[config.mk]
export PLATFORM = sky130hd
export DESIGN_NAME = lbist_ctrl
export DESIGN_NICKNAME = d
export VERILOG_FILES = /design/src/rtl/lbist_ctrl.sv
export SDC_FILE = /design/constraint.sdc
export NUM_CORES = 1
export LEC_CHECK = 0
export ABC_AREA = 0
export CORE_ASPECT_RATIO = 0.8
export CORE_MARGIN = 5
export CORE_UTILIZATION = 54
export DETAILED_ROUTE_END_ITERATION = 6
export HOLD_SLACK_MARGIN = 0.05
export PLACE_DENSITY = 0.8
export SETUP_SLACK_MARGIN = 0.15
export SYNTH_ARGS = -nofsm -noshare
export SYNTH_HDL_FRONTEND = slang
export SYNTH_SLANG_ARGS = --single-unit
[constraint.sdc]
create_clock -name CK -period 3.53 [get_ports CK]
set_input_delay 1.059 -clock CK [delete_from_list [all_inputs] [get_ports CK]]
set_output_delay 1.059 -clock CK [all_outputs]
set_load 0.03 [all_outputs]
[src/rtl/lbist_ctrl.sv]
// lbist_ctrl: autonomous logic-BIST controller for multi-chain mux-D scan designs.
// A PRPG LFSR feeds the scan-chain heads while scan_en is high. The controller runs
// a programmable number of shift/capture patterns, then unloads the chains one final
// time. The chain tails are compacted into a MISR, and the MISR value is the
// signature.
//
// Ports:
//   CK           clock, rising edge
//   RN           asynchronous active-low reset
//   start        single-cycle request, sampled only in IDLE
//   abort        return to IDLE from any busy state (priority over start)
//   num_patterns pattern count, latched with an accepted start
//   scan_en      drives SE of every chain
//   scan_in      chain heads, bit i -> chain i SI
//   scan_out     chain tails, bit i <- chain i last flop
//   busy         high in SHIFT, CAPTURE, UNLOAD
//   done         completion flag, held in IDLE until the next accepted start
//   signature    current MISR value
module lbist_ctrl #(
   parameter int unsigned          N_CHAINS  = 4,
   parameter int unsigned          CHAIN_LEN = 8,
   parameter int unsigned          PRPG_W    = 16,
   parameter logic [PRPG_W-1:0]    PRPG_SEED = 16'hACE1,
   parameter logic [PRPG_W-1:0]    PRPG_POLY = 16'hB400,
   parameter int unsigned          MISR_W    = 16,
   parameter logic [MISR_W-1:0]    MISR_POLY = 16'hB400,
   parameter int unsigned          PAT_W     = 16
) (
   input  logic                CK,
   input  logic                RN,
   input  logic                start,
   input  logic                abort,
   input  logic [PAT_W-1:0]    num_patterns,
   output logic                scan_en,
   output logic [N_CHAINS-1:0] scan_in,
   input  logic [N_CHAINS-1:0] scan_out,
   output logic                busy,
   output logic                done,
   output logic [MISR_W-1:0]   signature
);

   localparam int unsigned CntW = (CHAIN_LEN > 1) ? $clog2(CHAIN_LEN) : 1;

   typedef enum logic [1:0] {StIdle, StShift, StCapture, StUnload} state_e;

   state_e            state_q, state_d;
   logic [PRPG_W-1:0] prpg_q, prpg_d;
   logic [MISR_W-1:0] misr_q, misr_d;
   logic [PAT_W-1:0]  pat_cnt_q, pat_cnt_d;
   logic [PAT_W-1:0]  num_pat_q, num_pat_d;
   logic [CntW-1:0]   shift_cnt_q, shift_cnt_d;
   logic              done_q, done_d;

   logic [PRPG_W-1:0] prpg_step;
   logic [MISR_W-1:0] misr_step;
   logic [PAT_W-1:0]  pat_next;
   logic              shift_last;

   assign prpg_step  = {prpg_q[PRPG_W-2:0], 1'b0} ^ (prpg_q[PRPG_W-1] ? PRPG_POLY : '0);
   assign misr_step  = ({misr_q[MISR_W-2:0], 1'b0} ^ (misr_q[MISR_W-1] ? MISR_POLY : '0))
                       ^ MISR_W'(scan_out);
   assign pat_next   = pat_cnt_q + PAT_W'(1);
   assign shift_last = (shift_cnt_q == CntW'(CHAIN_LEN - 1));

   always_comb begin
      state_d     = state_q;
      prpg_d      = prpg_q;
      misr_d      = misr_q;
      pat_cnt_d   = pat_cnt_q;
      num_pat_d   = num_pat_q;
      shift_cnt_d = shift_cnt_q;
      done_d      = done_q;

      if (abort && (state_q != StIdle)) begin
         // Signature is left frozen at its value when the abort was taken.
         state_d     = StIdle;
         done_d      = 1'b0;
         pat_cnt_d   = '0;
         shift_cnt_d = '0;
      end else begin
         unique case (state_q)
            StIdle: begin
               if (start) begin
                  misr_d = '0;
                  if (num_patterns != '0) begin
                     state_d     = StShift;
                     prpg_d      = PRPG_SEED;
                     pat_cnt_d   = '0;
                     shift_cnt_d = '0;
                     num_pat_d   = num_patterns;
                     done_d      = 1'b0;
                  end else begin
                     done_d = 1'b1;
                  end
               end
            end
            StShift: begin
               prpg_d = prpg_step;
               // During pattern 0 the tails carry power-up contents, so they are not compacted.
               if (pat_cnt_q != '0) misr_d = misr_step;
               if (shift_last) begin
                  shift_cnt_d = '0;
                  state_d     = StCapture;
               end else begin
                  shift_cnt_d = shift_cnt_q + CntW'(1);
               end
            end
            StCapture: begin
               pat_cnt_d = pat_next;
               state_d   = (pat_next == num_pat_q) ? StUnload : StShift;
            end
            StUnload: begin
               misr_d = misr_step;
               if (shift_last) begin
                  shift_cnt_d = '0;
                  state_d     = StIdle;
                  done_d      = 1'b1;
               end else begin
                  shift_cnt_d = shift_cnt_q + CntW'(1);
               end
            end
            default: state_d = StIdle;
         endcase
      end
   end

   always_ff @(posedge CK or negedge RN) begin
      if (!RN) begin
         state_q     <= StIdle;
         prpg_q      <= PRPG_SEED;
         misr_q      <= '0;
         pat_cnt_q   <= '0;
         num_pat_q   <= '0;
         shift_cnt_q <= '0;
         done_q      <= 1'b0;
      end else begin
         state_q     <= state_d;
         prpg_q      <= prpg_d;
         misr_q      <= misr_d;
         pat_cnt_q   <= pat_cnt_d;
         num_pat_q   <= num_pat_d;
         shift_cnt_q <= shift_cnt_d;
         done_q      <= done_d;
      end
   end

   // All outputs are decoded from registered state only.
   assign scan_en   = (state_q == StShift) || (state_q == StUnload);
   assign scan_in   = (state_q == StShift) ? prpg_q[N_CHAINS-1:0] : '0;
   assign busy      = (state_q != StIdle);
   assign done      = done_q;
   assign signature = misr_q;

endmodule

==> notes.md <==
Implementation status.

- Of the total power, the clock network draws 23.8%.
- The cell internal power dissipation is 1522 uW.
- The number of buffer and inverter instances along the worst setup path is 2.
- The script logs the ratio of routed vias to standard cells as 5.595.
- The die area is 7443 um2.
- The clock skew after layout is 6.381 ps.
- The DRC violation count after routing is 0.
- The switching portion of total power comes to 36.49%.
- Looking at the clock tree report, the H-tree level count equals 3.
- The worst setup slack for register-to-register paths is 750 ps.
- The buffer_ports step reported a buffer count of 46.
- The register share of total power is 40.0%.
- The post-detailed-placement half-perimeter wirelength is 5171 um.
- Of the post-synthesis cell area, the dominant cell type holds 45.47%.
- In this run, post-CTS hold repair placed 0 buffers.
- The flow ran to the end, and the final reports show no timing, DRC or antenna violations.
- Setup repair after global routing left no endpoint under its margin.
- The most common flop cell mapped by yosys is sky130_fd_sc_hd__dfrtp_1.
- The worst register-to-register path begins at pat_cnt_q[0].
- The summed negative setup slack over all endpoints is 0 ps.
- Looking at the max-slew report, the worst-margin pin has a slew of 708.2 ps.
- The total inserted antenna cells is 0.
- The capturing element type of the critical path is a primary output.
- The die height is 78.17 um.
- The post-route core utilization is 69.23%.
- In this run the critical path is formed by nor2b_1 -> buf_4 -> and2_1 -> clkdlybuf4s50_1.
- For reference, the placement row count at floorplan is 24.
- Counting instances in the post-synthesis netlist gives the leading cell types as 57 x sky130_fd_sc_hd__dfrtp_1, 43 x sky130_fd_sc_hd__nand2_1, 40 x sky130_fd_sc_hd__o21ai_0, 21 x sky130_fd_sc_hd__mux2_2, 20 x sky130_fd_sc_hd__nor2_1.
- STA on the placed design reports a worst setup slack of 308.0 ps.
- The area added between synthesis and finish is 22.62%.
- The number of failing hold endpoints at the final stage is 0.
- The maximum frequency from static timing analysis is 0.3310 GHz.
- Looking at the power breakdown, combinational cells take 36.2% of the total.
worst max-delay path by stage:
stage	endpoint	cells past startpoint	from
after floorplan	num_pat_q[10]	6	num_patterns[2]
after global placement	prpg_q[3]	7	num_patterns[9]
after detailed placement	state_q[1]	7	num_patterns[4]
after CTS	scan_in[0]	4	state_q[1]
after global routing	scan_in[0]	4	state_q[1]
final	scan_in[0]	4	state_q[1]
layer usage:
layer | wire, um | vias up | part of all wire (%) | GRT usage [%]
met2 | 3203 | 74 | 45 | 30.89
met4 | 96 | 0 | 1.4 | 6.052
met5 | 0 | - | 0 | 0
met3 | 383 | 8 | 5.4 | 6.023
li1 | - | 1220 | - | -
met1 | 3416 | 1227 | 48 | 31.94
area by class of cell:
type	count	area share [%]
Multi-Input combinational cell	243	41.25
Sequential cell	58	37.77
Clock buffer	11	3.936
Tap cell	78	2.537
Inverter	5	0.4880
Timing Repair Buffer	52	13.01
Clock inverter	5	1.008
placed cells by master, fill, tap and decap left out, types with 10 or more instances in the layout:
cell type,instances
sky130_fd_sc_hd__clkdlybuf4s50_1,45
sky130_fd_sc_hd__nor2_1,20
sky130_fd_sc_hd__xnor2_1,17
sky130_fd_sc_hd__dfrtp_1,57
sky130_fd_sc_hd__xor2_1,15
sky130_fd_sc_hd__o21ai_0,40
sky130_fd_sc_hd__mux2_2,21
sky130_fd_sc_hd__nand2_1,43
sky130_fd_sc_hd__clkbuf_8,11
sky130_fd_sc_hd__and2_1,10
state kept, by name (all words and copies together) (netlist names):
name	cells
pat_cnt_q	16
signature	16
prpg_q	4
state_q	2
num_pat_q	16
done	1
shift_cnt_q	3
kinds of logic (layout without fill, tap and decap cells):
group | Yosys count | after routing | share of synthesized area, %
AND/OR/NAND/NOR | 119 | 119 | 19.31
AND-OR/OR-AND | 65 | 65 | 12.37
flip-flops | 58 | 58 | 46.31
XOR/XNOR | 32 | 32 | 8.935
buffers and inverters | 25 | 73 | 3.311
multiplexers | 23 | 23 | 8.177
adder cells (fa/ha/maj) | 4 | 4 | 1.596
power groups by stage:
stage / logic, uW / clock network, uW / registers, uW
floorplan: 546 / 0 / 984
global placement: 848 / 0 / 962
detailed placement: 865 / 0 / 969
CTS: 874 / 581 / 957
global route: 957 / 619 / 981
finish: 868 / 569 / 959
through the flow:
step                cells  cell area, um2  power (uW)
global route          452            3846        2557
CTS                   452            3846        2412
finish                452            3846        2396
floorplan             326            3137        1530
detailed placement    436            3656        1834
global placement      436            3656        1810
final_clocks.png
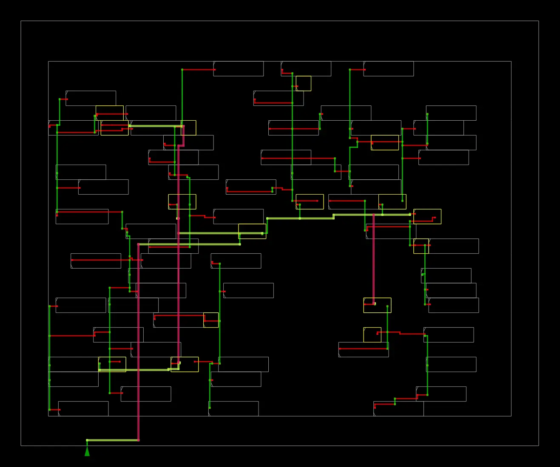
Num Clock Sinks: 58
number of sequential storage elements: 58

registers.png
(4 px per um) Other sequential cells in the stronger gray, the rest of the logic in the fainter gray.
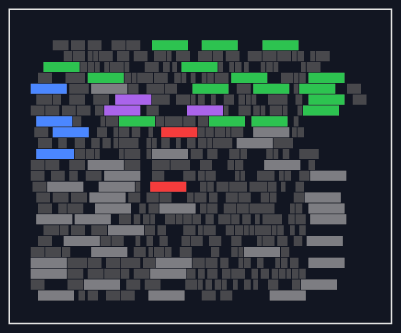
| color | name in the netlist | flops |
|---|---|---|
| purple | shift_cnt_q | 3 |
| blue | prpg_q | 4 |
| green | signature | 16 |
| red | state_q | 2 |
not colored: 33

No activity file was given, so power comes from the tool's default toggle rates.
